<file path="src/rtl/dds_pkg.sv">
// Shared constants and types for the DDS subsystem: measurement FSM states and
// default measurement-window parameters also used by tuning-word calculations.
package dds_pkg;

   typedef enum logic [1:0] {
      IDLE = 2'd0,
      ARM  = 2'd1,
      GATE = 2'd2,
      DONE = 2'd3
   } meas_state_e;

   localparam int unsigned DDS_GATE_CYCLES = 1_000_000;
   localparam int unsigned DDS_ARM_TIMEOUT = 2_000_000;
   localparam int unsigned DDS_CNT_W       = 32;

   // Timer only ever holds values up to max(gate, timeout) - 1.
   function automatic int unsigned timer_width(input int unsigned gate_cycles,
                                                input int unsigned arm_timeout);
      int unsigned span;
      span = (gate_cycles > arm_timeout) ? gate_cycles : arm_timeout;
      return (span < 32'd2) ? 32'd1 : $clog2(span);
   endfunction

endpackage

</file>
<file path="src/rtl/dds_sync_edge.sv">
// Two-flop synchronizer plus history flop producing a clean level and a
// one-cycle rising-edge strobe from an asynchronous input.
module dds_sync_edge
   import dds_pkg::*;
(
   input  logic clk_i,
   input  logic rst_n_i,
   input  logic d_i,
   output logic level_o,
   output logic rise_o
);

   logic meta_q;
   logic sync_q;
   logic hist_q;
   logic meta_d;
   logic sync_d;
   logic hist_d;

   // next-state of the synchronizer chain
   always_comb begin
      meta_d = d_i;
      sync_d = meta_q;
      hist_d = sync_q;
   end

   // synchronizer and history registers
   always_ff @(posedge clk_i) begin
      if (!rst_n_i) begin
         meta_q <= 1'b0;
         sync_q <= 1'b0;
         hist_q <= 1'b0;
      end else begin
         meta_q <= meta_d;
         sync_q <= sync_d;
         hist_q <= hist_d;
      end
   end

   assign level_o = sync_q;
   assign rise_o  = sync_q & ~hist_q;

endmodule

</file>
<file path="src/rtl/dds_freq_meter.sv">
// Gated edge-counting frequency/duty meter: arms on the first rising edge of
// f_in_i, then counts rising edges and high cycles over a fixed window.
module dds_freq_meter
   import dds_pkg::*;
#(
   parameter int unsigned GATE_CYCLES = DDS_GATE_CYCLES,
   parameter int unsigned ARM_TIMEOUT = DDS_ARM_TIMEOUT,
   parameter int unsigned CNT_W       = DDS_CNT_W
) (
   input  logic             clk_i,
   input  logic             rst_n_i,
   input  logic             f_in_i,
   input  logic             start_i,
   output logic             busy_o,
   output logic [CNT_W-1:0] freq_cnt_o,
   output logic [CNT_W-1:0] high_cnt_o,
   output logic             cnt_valid_o,
   output logic             timeout_o
);

   localparam int unsigned      TMR_W     = timer_width(GATE_CYCLES, ARM_TIMEOUT);
   localparam logic [TMR_W-1:0] GATE_LAST = TMR_W'(GATE_CYCLES - 32'd1);
   localparam logic [TMR_W-1:0] ARM_LAST  = TMR_W'(ARM_TIMEOUT - 32'd1);
   localparam logic [CNT_W-1:0] CNT_MAX   = {CNT_W{1'b1}};

   // Saturating increment: a full counter stays at all-ones instead of wrapping.
   function automatic logic [CNT_W-1:0] sat_inc(input logic [CNT_W-1:0] v,
                                                input logic             en);
      return (en && (v != CNT_MAX)) ? (v + CNT_W'(1'b1)) : v;
   endfunction

   meas_state_e      state_q,   state_d;
   logic [TMR_W-1:0] timer_q,   timer_d;
   logic [CNT_W-1:0] edge_q,    edge_d;
   logic [CNT_W-1:0] high_q,    high_d;
   logic             to_flag_q, to_flag_d;
   logic             busy_q,    busy_d;
   logic [CNT_W-1:0] freq_q,    freq_d;
   logic [CNT_W-1:0] hout_q,    hout_d;
   logic             valid_q,   valid_d;
   logic             timeout_q, timeout_d;

   logic sync_lvl_s;
   logic rise_s;

   dds_sync_edge u_sync (
      .clk_i   (clk_i),
      .rst_n_i (rst_n_i),
      .d_i     (f_in_i),
      .level_o (sync_lvl_s),
      .rise_o  (rise_s)
   );

   // next-state, counter and output logic of the measurement FSM
   always_comb begin
      state_d   = state_q;
      timer_d   = timer_q;
      edge_d    = edge_q;
      high_d    = high_q;
      to_flag_d = to_flag_q;
      busy_d    = busy_q;
      freq_d    = freq_q;
      hout_d    = hout_q;
      valid_d   = 1'b0;
      timeout_d = timeout_q;

      case (state_q)
         IDLE: begin
            if (start_i) begin
               state_d   = ARM;
               busy_d    = 1'b1;
               timeout_d = 1'b0;
               to_flag_d = 1'b0;
               edge_d    = {CNT_W{1'b0}};
               high_d    = {CNT_W{1'b0}};
               timer_d   = {TMR_W{1'b0}};
            end else begin
               busy_d = 1'b0;
            end
         end
         ARM: begin
            // The arming edge only opens the window; it is not itself counted.
            if (rise_s) begin
               state_d = GATE;
               timer_d = {TMR_W{1'b0}};
            end else if (timer_q == ARM_LAST) begin
               state_d   = DONE;
               to_flag_d = 1'b1;
            end else begin
               timer_d = timer_q + TMR_W'(1'b1);
            end
         end
         GATE: begin
            edge_d = sat_inc(edge_q, rise_s);
            high_d = sat_inc(high_q, sync_lvl_s);
            if (timer_q == GATE_LAST) begin
               state_d = DONE;
            end else begin
               timer_d = timer_q + TMR_W'(1'b1);
            end
         end
         DONE: begin
            freq_d    = edge_q;
            hout_d    = high_q;
            valid_d   = 1'b1;
            busy_d    = 1'b0;
            timeout_d = to_flag_q;
            state_d   = IDLE;
         end
         default: begin
            state_d = IDLE;
            busy_d  = 1'b0;
         end
      endcase
   end

   // state, counters and registered outputs
   always_ff @(posedge clk_i) begin
      if (!rst_n_i) begin
         state_q   <= IDLE;
         timer_q   <= {TMR_W{1'b0}};
         edge_q    <= {CNT_W{1'b0}};
         high_q    <= {CNT_W{1'b0}};
         to_flag_q <= 1'b0;
         busy_q    <= 1'b0;
         freq_q    <= {CNT_W{1'b0}};
         hout_q    <= {CNT_W{1'b0}};
         valid_q   <= 1'b0;
         timeout_q <= 1'b0;
      end else begin
         state_q   <= state_d;
         timer_q   <= timer_d;
         edge_q    <= edge_d;
         high_q    <= high_d;
         to_flag_q <= to_flag_d;
         busy_q    <= busy_d;
         freq_q    <= freq_d;
         hout_q    <= hout_d;
         valid_q   <= valid_d;
         timeout_q <= timeout_d;
      end
   end

   assign busy_o      = busy_q;
   assign freq_cnt_o  = freq_q;
   assign high_cnt_o  = hout_q;
   assign cnt_valid_o = valid_q;
   assign timeout_o   = timeout_q;

endmodule

</file>
<file path="config.mk">
export PLATFORM = sky130hd
export DESIGN_NAME = dds_freq_meter
export DESIGN_NICKNAME = d
export VERILOG_FILES = /design/src/rtl/dds_pkg.sv /design/src/rtl/dds_sync_edge.sv /design/src/rtl/dds_freq_meter.sv
export SDC_FILE = /design/constraint.sdc
export NUM_CORES = 1
export LEC_CHECK = 0
export CAP_MARGIN = 20
export CORE_MARGIN = 2
export CORE_UTILIZATION = 50
export DETAILED_ROUTE_END_ITERATION = 7
export PLACE_DENSITY = 0.68
export SETUP_SLACK_MARGIN = 0.2
export SLEW_MARGIN = 15
export SYNTH_ARGS = -nofsm -noshare
export SYNTH_HDL_FRONTEND = slang
export SYNTH_SLANG_ARGS = --single-unit
</file>
<file path="constraint.sdc">
create_clock -name clk_i -period 2.9 [get_ports clk_i]
set_input_delay 0.58 -clock clk_i [delete_from_list [all_inputs] [get_ports clk_i]]
set_output_delay 0.58 -clock clk_i [all_outputs]
set_load 0.05 [all_outputs]
</file>
Figure 1. Wiring by layer.
Only two layers are drawn.
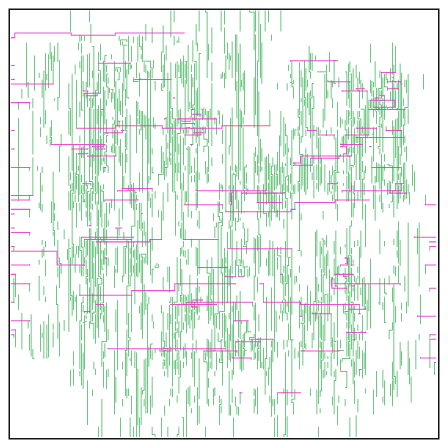
magenta -> met3  # wire length 1,010 um
green -> met2  # wire length 8,810 um

Figure 2. Nets reached from selected ports.
Scale bar: 50 um.
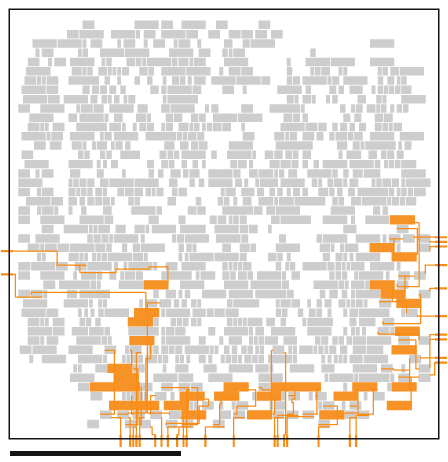
orange -> `high_cnt_o`  # bits 32, direction output, edge 20 south, 10 east, 2 west, end cells 32, buffers 32, wire 852 um

==> GITHUB_STEP_SUMMARY <==
## Synthesis and layout report

| Metric | Value |
|---|---|
| Status | finished, final reports clean |
| Layout clock area frac | 0.0641 |
| Static Leak | 2.81 nW |
| Tap cell count | 184 |
| Yosys top cell by instances | dfxtp_1 |
| Top cells by area | dfxtp_1, mux2i_1, nor2_1 |
| Startpoint Class | flip-flop |
| Synthesis-to-layout area growth | 21.0% |
| Vias in the first global route | 6,609 |
| Vias per cell | 6.10 |
| Max-cap violations | 0 |
| GRT Total Usage | 0.242 |
| Cycle use final | 0.876 |
| FMAX | 394 MHz |
| Seq/total area | 0.355 |
| Post-Synthesis Cells | 877 |
| Die area | 15,700 um2 |
| Number of logic gates | 655 |
| Synth Register Bits | 158 |
| Post-route ant nets | 0 |
| Seq_cells | 158 |
| Area share, top type | 0.429 |
| Final hold violation count | 0 |
| Top cell types by occurrence after synthesis | dfxtp_1, nor2_1, nand2_1 |
| Clk latency late pin | 0.42 ns |
| Synthesized cell area | 7370 um2 |
| Hold WS | 0.455 ns |
| Layout cells sized above 1 | 0.110 |
| CTS buffer count | 17 |
| Wire per inst | 16.6 um |
| Worst setup EP type | flip-flop |
| PortBufs | 70 |
| Initial antenna violation count | 0 |
| Finish-stage setup viols | 0 |
| Filler Cell Count | 1,246 |
| Yosys warning tally | 0 |
| Repair and plain buffers | 94 |
| IO Count | 71 |
| FP Util | 0.509 |
| Crit-path most repeated cell | nand3_1 |
| Cell Rows | 44 |
| Initial DRC Count | 650 |
| Chip height | 125 um |
| Seq/Total Area, Yosys | 0.429 |
| Post-route setup TNS | 0 ns |
| Yosys Chip Area | 7370 um2 |
| Number of stages on the worst setup path | 8 |
| Critical path's top delay family | simple AND/OR/NAND/NOR gates |
| Root buffer cell | clkbuf_16 |
| Comb area share | 0.447 |
| Ant diodes | 0 |
| Max-slew headroom | 0.532 |
| Die X | 125 um |
| Final slew viol count | 0 |
| # clock sinks | 158 |
| Largest net degree at the start of global routing | 60 |
| Clock skew | 0.00511 ns |
| Hold depth | 1 |
| Final Critical Period | 2.54 ns |
| Hpwl dp | 12,500 um |
| Post-synth net total | 889 |
| Inverters | 12 |
| Slowest cell delay on critical path | 0.46 ns |
| NonClk Buf Share | 0.103 |
| Core area | 14,500 um2 |
| Syn_area_per_cell | 8.40 um2 |
| Number of enable flip-flop cells | 0 |
| Clock buffers | 23 |
| CTS Hold Bufs | 0 |
| RSZ-0062 raised after global routing | no |
| CTS tree | done |
| Top_reg_cell synth | dfxtp_1 |
| Routability cong. | 0.885 |
| First-pass GRT wire length | 31,600 um |
| Worst VDD drop | 0.562 mV |
| Cells along the critical path | ha_1 -> nand3_1 -> nor4_4 -> nand3_1 -> a22oi_4 -> buf_12 -> a21oi_1 -> a211oi_1 |
| Crit path required time | 3.23 ns |
| DR pass1 iterations | 5 |
| Pwr Density | 662 nW/um2 |
| Async set or reset register ratio after synthesis | 0 |
| Deepest clock path buffer count | 2 |
| Reg clk slew, reported paths | 0.06 ns |
| Yosys cell types | 59 |
| H-tree Lvls | 4 |
| Total Nets Final | 950 |
| CP max-delay cell | nor4_4 |
| Worst path bufs/invs | 1 |
| Crit Path Category | flip-flop to flip-flop |
| Reg area | 3160 um2 |
| Cell type with the largest total area | dfxtp_1 |
Figure 3. Sequential cells coloured by netlist name.
Scale bar: 50 um.
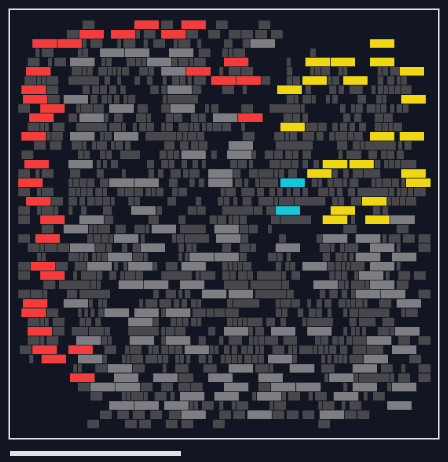
yellow -> `timer_q`  # flops 21
cyan -> `state_q`  # flops 2
red -> `freq_cnt_o`  # flops 32
not coloured = 103

Figure 4. The metal 1 layer.
Scale bar: 50 um. Supply wires on this layer in grey.
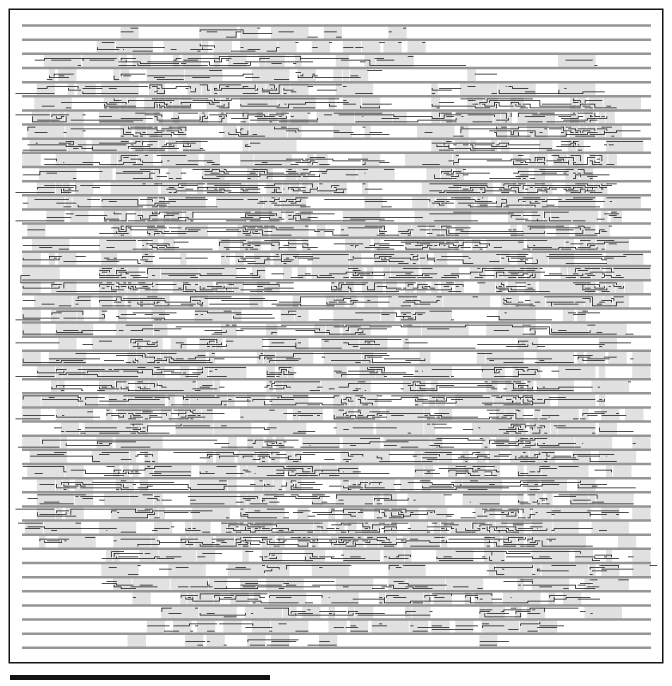
main direction = horizontal
share of all routed wire = 46%
longest straight run = 33.6 um
nets with wire on the layer = 893
met1 Use GR: 0.308
Vias: 6,925
final WL: 18,800 um

sequential cells by signal (all words and copies together), names as in the netlist:
register        count
state_q             2
freq_cnt_o         32
edge_q             32
high_q             32
cnt_valid_o         1
to_flag_q           1
busy_o              1
u_sync.meta_q       1
timeout_o           1
high_cnt_o         32
u_sync.hist_q       1
u_sync.level_o      1
timer_q            21
power breakdown:
| part | total [mW] | internal (mW) | switching (mW) |
|---|---|---|---|
| Combinational | 1.52 | 0.524 | 0.995 |
| Sequential | 2.23 | 2.19 | 0.0332 |
| Clock | 2.16 | 1.27 | 0.886 |
logic make-up after synthesis:
kind of cell | synth area share
AOI/OAI and AO/OA | 0.173
adders and majority gates | 0.0136
buffers and inverters | 0.0353
DFF | 0.429
muxes | 0.0869
and+or+nand+nor | 0.262
worst paths after layout:
check / from / end / slack (ns)
max: high_q[0]$_SDFFE_PN0P_ / high_q[14]$_SDFFE_PN0P_ / 0.36
min: u_sync.meta_q$_SDFF_PN0_ / u_sync.level_o$_SDFF_PN0_ / 0.45
max reg2reg: high_q[0]$_SDFFE_PN0P_ / high_q[14]$_SDFFE_PN0P_ / 0.36
min reg2reg: u_sync.meta_q$_SDFF_PN0_ / u_sync.level_o$_SDFF_PN0_ / 0.45
per-stage QoR:
| step | power (mW) | setup slack [ns] | cells | instance area (um2) | util |
|---|---|---|---|---|---|
| global placement | 3.72 | 0.285 | 1103 | 8320 | 0.574 |
| CTS | 5.91 | 0.275 | 1135 | 8890 | 0.614 |
| detailed placement | 3.75 | 0.256 | 1103 | 8320 | 0.574 |
| floorplan | 3.27 | 0.663 | 877 | 7370 | - |
| global route | 6.17 | 0.202 | 1135 | 8910 | 0.616 |
| finish | 5.90 | 0.360 | 1135 | 8910 | 0.616 |
metal layers:
layer,part of all wire,GRT usage,vias to the layer above
met5,0,0,-
met4,0.022,0.0889,0
met3,0.054,0.0556,45
met2,0.47,0.402,254
met1,0.46,0.308,3287
li1,-,-,3339
cell usage in the layout, fill, tap and decap left out, drive strengths merged, types with 4 or more instances in the layout:
| cell | Yosys | routed |
|---|---|---|
| or4 | 19 | 19 |
| or3b | 5 | 5 |
| o31a | 4 | 4 |
| and3 | 8 | 8 |
| a31oi | 15 | 15 |
| nand4 | 30 | 30 |
| nand3 | 34 | 34 |
| a211oi | 6 | 6 |
| clkbuf | 31 | 23 |
| a311oi | 11 | 11 |
| clkinv | 0 | 4 |
| or2 | 12 | 12 |
| a21oi | 56 | 56 |
| nand2 | 92 | 92 |
| mux2i | 64 | 64 |
| o21ai | 54 | 54 |
| clkinvlp | 0 | 4 |
| o221a | 19 | 19 |
| and2 | 7 | 7 |
| ha | 8 | 8 |
| nor3 | 15 | 15 |
| nor4 | 14 | 14 |
| inv | 12 | 12 |
| dfxtp | 158 | 158 |
| clkdlybuf4s50 | 0 | 70 |
| or3 | 7 | 7 |
| buf | 21 | 24 |
| nor2 | 131 | 131 |
what timing repair did:
item,in CTS,in global routing
gates resized,0,3
buffers inserted,0,0
endpoints found under the setup margin,0,12
Power is estimated from default activity; no workload was simulated.
